--- src/rtl/spi_slave_regfile.sv ---
// ---------------------------------------------------------------------------
// spi_slave_regfile
//
// SPI mode-0 slave endpoint holding a 2^ADDR_W x DATA_W register file. The
// SCLK, CS_n and MOSI inputs are oversampled on PCLK through synchronizers.
// Write frames (cmd=1, addr, data; MSB first) commit a register write.
// Read frames (cmd=0, addr) shift the register back on MISO, LSB first.
//
// Ports:
//   PCLK        system clock, rising edge
//   resetn      asynchronous reset, active high
//   SCLK        SPI clock from the master (idle low)
//   CS_n        chip select, active low
//   MOSI        serial data in, MSB first
//   MISO        serial read data, LSB first, 0 while MISO_oe is low
//   MISO_oe     MISO pad output enable
//   wr_valid    one-PCLK pulse per committed register write
//   wr_addr     address of the committed write
//   wr_data     data of the committed write
//   busy        frame in progress (FSM not idle)
//   frame_err   one-PCLK pulse when CS_n rises before the frame completes
// ---------------------------------------------------------------------------
module spi_slave_regfile #(
    parameter int ADDR_W      = 8,
    parameter int DATA_W      = 8,
    parameter int SYNC_STAGES = 2
) (
    input  logic              PCLK,
    input  logic              resetn,
    input  logic              SCLK,
    input  logic              CS_n,
    input  logic              MOSI,
    output logic              MISO,
    output logic              MISO_oe,
    output logic              wr_valid,
    output logic [ADDR_W-1:0] wr_addr,
    output logic [DATA_W-1:0] wr_data,
    output logic              busy,
    output logic              frame_err
);

    localparam int MAX_W = (ADDR_W > DATA_W) ? ADDR_W : DATA_W;
    localparam int CNT_W = $clog2(MAX_W + 1);

    typedef enum logic [2:0] {
        S_IDLE,
        S_CMD,
        S_ADDR,
        S_WDATA,
        S_RDATA,
        S_DONE
    } state_t;

    state_t state, state_next;

    logic [SYNC_STAGES-1:0] sclk_sync, cs_sync, mosi_sync;
    logic                   sclk_prev, cs_prev;
    logic                   sclk_s, cs_s, mosi_s;
    logic                   sclk_rise, sclk_fall, cs_fall;

    logic [CNT_W-1:0]       bit_cnt;
    logic                   cmd_bit;
    logic [ADDR_W-1:0]      addr_sr;
    logic [ADDR_W-1:0]      addr_full;
    logic [DATA_W-2:0]      data_sr;
    logic [DATA_W-1:0]      data_full;
    logic [DATA_W-1:0]      rd_sr;
    logic                   addr_last, wdata_last, rdata_last;
    logic                   abort, commit;

    logic [DATA_W-1:0]      mem [2**ADDR_W];

    // Synchronizers plus one history flop per line for edge detection.
    // CS_n idles high so its chain resets to 1 to avoid a false frame start.
    always_ff @(posedge PCLK or posedge resetn) begin
        if (resetn) begin
            sclk_sync <= '0;
            cs_sync   <= '1;
            mosi_sync <= '0;
            sclk_prev <= 1'b0;
            cs_prev   <= 1'b1;
        end else begin
            sclk_sync <= {sclk_sync[SYNC_STAGES-2:0], SCLK};
            cs_sync   <= {cs_sync[SYNC_STAGES-2:0], CS_n};
            mosi_sync <= {mosi_sync[SYNC_STAGES-2:0], MOSI};
            sclk_prev <= sclk_s;
            cs_prev   <= cs_s;
        end
    end

    assign sclk_s    = sclk_sync[SYNC_STAGES-1];
    assign cs_s      = cs_sync[SYNC_STAGES-1];
    assign mosi_s    = mosi_sync[SYNC_STAGES-1];
    assign sclk_rise = sclk_s & ~sclk_prev;
    assign sclk_fall = ~sclk_s & sclk_prev;
    assign cs_fall   = ~cs_s & cs_prev;

    // Field values including the bit arriving on this rise, so the last
    // bit of a field can be acted on in the same PCLK it is sampled.
    assign addr_full = {addr_sr[ADDR_W-2:0], mosi_s};
    assign data_full = {data_sr, mosi_s};

    assign addr_last  = sclk_rise && (bit_cnt == CNT_W'(ADDR_W - 1));
    assign wdata_last = sclk_rise && (bit_cnt == CNT_W'(DATA_W - 1));
    // The extra fall after the last presented bit ends the read phase.
    assign rdata_last = sclk_fall && (bit_cnt == CNT_W'(DATA_W));

    // CS_n high wins over any SCLK event seen in the same PCLK.
    assign abort  = cs_s && (state inside {S_CMD, S_ADDR, S_WDATA, S_RDATA});
    assign commit = (state == S_WDATA) && !cs_s && wdata_last;

    assign busy = (state != S_IDLE);

    always_ff @(posedge PCLK or posedge resetn) begin
        if (resetn) begin
            state <= S_IDLE;
        end else begin
            state <= state_next;
        end
    end

    always_comb begin
        state_next = state;
        case (state)
            S_IDLE:  if (cs_fall) state_next = S_CMD;
            S_CMD: begin
                if (cs_s)           state_next = S_IDLE;
                else if (sclk_rise) state_next = S_ADDR;
            end
            S_ADDR: begin
                if (cs_s)           state_next = S_IDLE;
                else if (addr_last) state_next = cmd_bit ? S_WDATA : S_RDATA;
            end
            S_WDATA: begin
                if (cs_s)            state_next = S_IDLE;
                else if (wdata_last) state_next = S_DONE;
            end
            S_RDATA: begin
                if (cs_s)            state_next = S_IDLE;
                else if (rdata_last) state_next = S_DONE;
            end
            S_DONE:  if (cs_s) state_next = S_IDLE;
            default: state_next = S_IDLE;
        endcase
    end

    // Datapath: field shift registers, bit counter, write strobe and the
    // MISO shifter. The counter restarts on every state change.
    always_ff @(posedge PCLK or posedge resetn) begin
        if (resetn) begin
            bit_cnt   <= '0;
            cmd_bit   <= 1'b0;
            addr_sr   <= '0;
            data_sr   <= '0;
            rd_sr     <= '0;
            MISO      <= 1'b0;
            MISO_oe   <= 1'b0;
            wr_valid  <= 1'b0;
            wr_addr   <= '0;
            wr_data   <= '0;
            frame_err <= 1'b0;
        end else begin
            wr_valid  <= 1'b0;
            frame_err <= abort;

            if (state_next != state) begin
                bit_cnt <= '0;
            end else if (((state == S_ADDR) || (state == S_WDATA)) && sclk_rise) begin
                bit_cnt <= bit_cnt + CNT_W'(1);
            end else if ((state == S_RDATA) && sclk_fall) begin
                bit_cnt <= bit_cnt + CNT_W'(1);
            end

            if (abort) begin
                MISO    <= 1'b0;
                MISO_oe <= 1'b0;
            end else begin
                case (state)
                    S_CMD: begin
                        if (sclk_rise) cmd_bit <= mosi_s;
                    end
                    S_ADDR: begin
                        if (sclk_rise) addr_sr <= addr_full;
                        if (addr_last && !cmd_bit) begin
                            rd_sr   <= mem[addr_full];
                            MISO    <= 1'b0;
                            MISO_oe <= 1'b1;
                        end
                    end
                    S_WDATA: begin
                        if (sclk_rise) data_sr <= data_full[DATA_W-2:0];
                        if (commit) begin
                            wr_valid <= 1'b1;
                            wr_addr  <= addr_sr;
                            wr_data  <= data_full;
                        end
                    end
                    S_RDATA: begin
                        if (rdata_last) begin
                            MISO    <= 1'b0;
                            MISO_oe <= 1'b0;
                        end else if (sclk_fall) begin
                            MISO  <= rd_sr[0];
                            rd_sr <= {1'b0, rd_sr[DATA_W-1:1]};
                        end
                    end
                    default: ;
                endcase
            end
        end
    end

    // Register storage is deliberately left out of reset.
    always_ff @(posedge PCLK) begin
        if (commit) begin
            mem[addr_sr] <= data_full;
        end
    end

endmodule

--- config.mk ---
export PLATFORM = sky130hd
export DESIGN_NAME = spi_slave_regfile
export DESIGN_NICKNAME = d
export VERILOG_FILES = /design/src/rtl/spi_slave_regfile.sv
export SDC_FILE = /design/constraint.sdc
export NUM_CORES = 2
export LEC_CHECK = 0
export ABC_AREA = 1
export ABC_CLOCK_PERIOD_IN_PS = 6400
export CAP_MARGIN = 20
export CORE_ASPECT_RATIO = 0.5
export CORE_MARGIN = 2
export CORE_UTILIZATION = 30
export CTS_BUF_LIST = sky130_fd_sc_hd__clkbuf_2
export CTS_CLUSTER_DIAMETER = 120
export CTS_CLUSTER_SIZE = 40
export DETAILED_ROUTE_END_ITERATION = 16
export SYNTH_ARGS = -nofsm -noshare
export SYNTH_HDL_FRONTEND = slang
export SYNTH_SLANG_ARGS = --single-unit
--- constraint.sdc ---
create_clock -name PCLK -period 6.4 [get_ports PCLK]
set_input_delay 1.28 -clock PCLK [delete_from_list [all_inputs] [get_ports PCLK]]
set_output_delay 1.28 -clock PCLK [all_outputs]
set_load 0.05 [all_outputs]
==> images/met1.png <==
Scale: 1 px per µm.
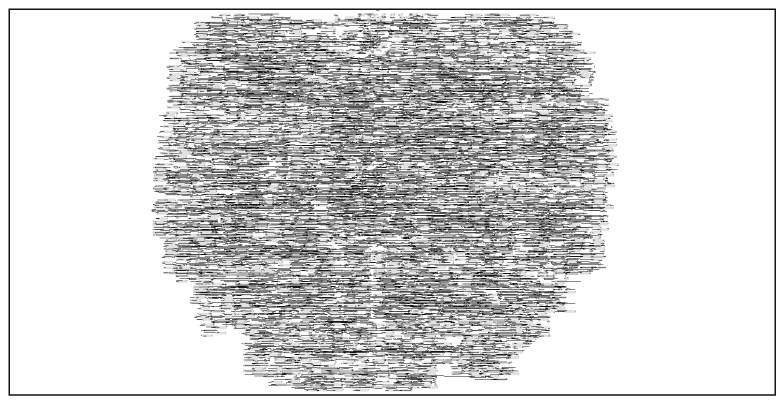
The longest straight run is 116 µm. The layer holds 44% of the routed length. The wires run mostly horizontal. 6,743 nets have wire on it.

==> images/met2.png <==
Scale: 1 px per µm.
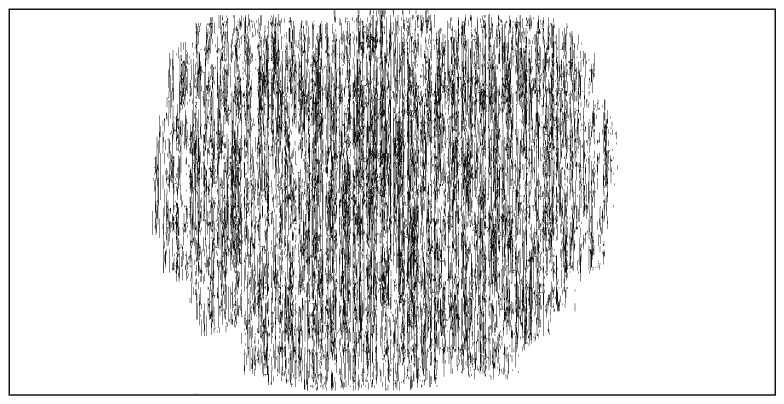
5,045 nets have wire on it. The layer holds 47% of the routed length.

==> images/met4.png <==
Scale: 1 px per µm.
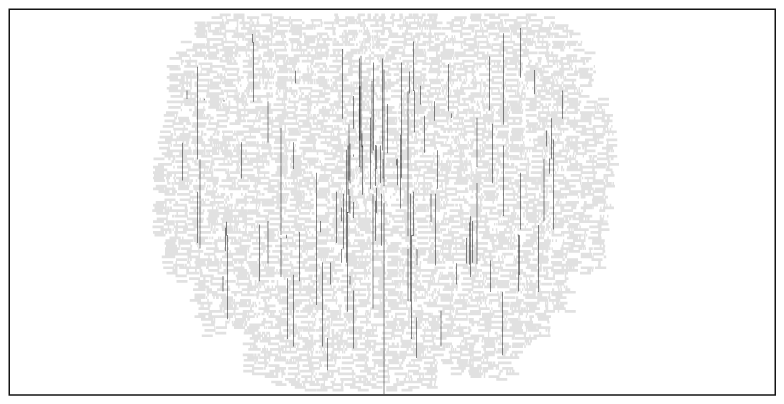
The wires run mostly vertical. The layer carries 5,770 µm of wire. The layer holds 2.5% of the routed length.
via count: 52,900
Post-Route WL: 228 mm

==> changes_impl.md <==
### Physical design

* Outcome: finished clean
* Setup Fix Bufs, Post-CTS at 0
* Start of the worst register-to-register path: addr_sr[0]
* FP Rows at 139
* DRT Pass-1 Iters at 5
* Iteration-0 DRC count of the detailed router at roughly 6,500
* Hold slack at 0.292 ns
* Top pwr grp: registers
* RSZ-0062 raised after global routing: false
* Layout Nets at 7,112
* Synth Warn # at 0
* Post-synth mux share at 0
* Setup crit end kind: primary output
* PostCTS Resize Cnt at 0
* Init Core Util at 0.302
* Switching pwr at about 5.6 mW
* Top cell area share at 0.709
* Clock buffer depth at 3
* # setup viols final at 0
* Lkg Pwr at 31.7 nW
* PwrDens at 237 nW/µm²
* Switching Share at 0.259
* DP Cell Count at 10,900
* Setup Skew at ~0.12 ns
* TritonCTS Sinks at around 2,100
* Mean post-synth cell area at 11.8 µm²
* Part of the power in registers at 0.695
* GRT overflow at 0
* Power Clock at 4.09 mW
* TNS Setup at 0 ns
* Worst-path fanout max at 5
* Final slew viol count at 0
* GR Layer Usage met1 at 0.216
* Flip-flops with a built-in enable at 2,048
* First-pass GRT wire length at ~340 mm
* Req. time, crit path at a little over 5 ns
* Most area-consuming cells after synthesis: edfxtp_1 71%, nor2_1 5.7%, nand2_1 5.2%, o211ai_1 3.3%, inv_1 2.8%
* Area Overhead vs Synth at 5.32%
* Reg2reg path depth at 4
* Logic family by area: simple AND/OR/NAND/NOR gates
* FILL cells at 28,900
* Yosys reg bits at roughly 2,100
* Pint at 16.1 mW
* Clk latency late pin at between 1.5 and 2 ns
* Final cell count without fillers at 11,000
* Chip area at approximately 290,000 µm²
* Hold EP: cs_sync[0]
* Worst Setup Start Kind: flop
* Post-CTS Hold Buffers at 4
* Xor/xnor share of the synthesized area at 0.000202
* Met3 wire length at 15.5 mm
* Max reg flops at 2,048
* Kind of critical path: flop to primary output
* Most used routing layer: met2
* Buffers on Ports at 25
* IO Count at 26
* Uppermost layer routed: met5
* CTS tree: built
* Combinational cell power at around 2.5 mW
* Synth async-reset ratio at 0.0280
* Tool Warnings at roughly 67
* Residual DRC at 0
* Worst slew pin tran at 1.19 ns
* Top-count cell post-synth: edfxtp_1
* Syn nets at 7,339
* Top reg by flops: mem
* Share of cells above drive strength 1 at 0.0625
* Htree depth at 2
* Yosys stat chip area at approximately 87,000 µm²
* Commonest cells in the netlist: 2,048 x edfxtp_1, 1,309 x nor2_1, 1,204 x nand2_1
* R2R Setup Slk at 2.01 ns
* Min cycle time layout at 4.88 ns
* Max Freq at between 0.2 and 0.25 GHz
* Final worst-path cycle share at 0.763
* Root buf cell: clkbuf_2
* AND-OR/OR-AND Cells, Area Fraction at 0.0721
* Combinational share of power at 0.116
* Hold Crit Depth at 2
* R2r endpoint: mem[195][1]
* Yosys simple share at 0.149
* Yosys Instances at 7,332
* Slew headroom at 0.205
## metrics by stage
step | instance area (µm²) | total power [mW]
2_1_floorplan | 86800 | 16.9
3_3_place_gp | 90900 | 17.8
3_5_place_dp | 90900 | 17.8
4_1_cts | 91400 | 21.7
5_1_grt | 91400 | 22.4
6_report | 91400 | 21.7
## worst max-delay path, stage by stage, from the launching register on
cell	delay (ns)
dfrtp_1	0.57
nor2_1	0.19
inv_1	0.09
nor2_1	0.17
inv_1	0.06
clkdlybuf4s50_1	0.70
## layout make-up
class	count	area, µm²	share of cell area
repair buffers	121	1250	0.0137
multi-input cells	4168	19300	0.212
flip-flops and latches	2107	63000	0.690
clock inverters	3	20.0	0.000219
diodes	7	17.5	0.000192
clock buffers	85	425	0.00466
well taps	3877	4850	0.0531
inverters	649	2450	0.0269
Power and IR drop assume default switching activity.
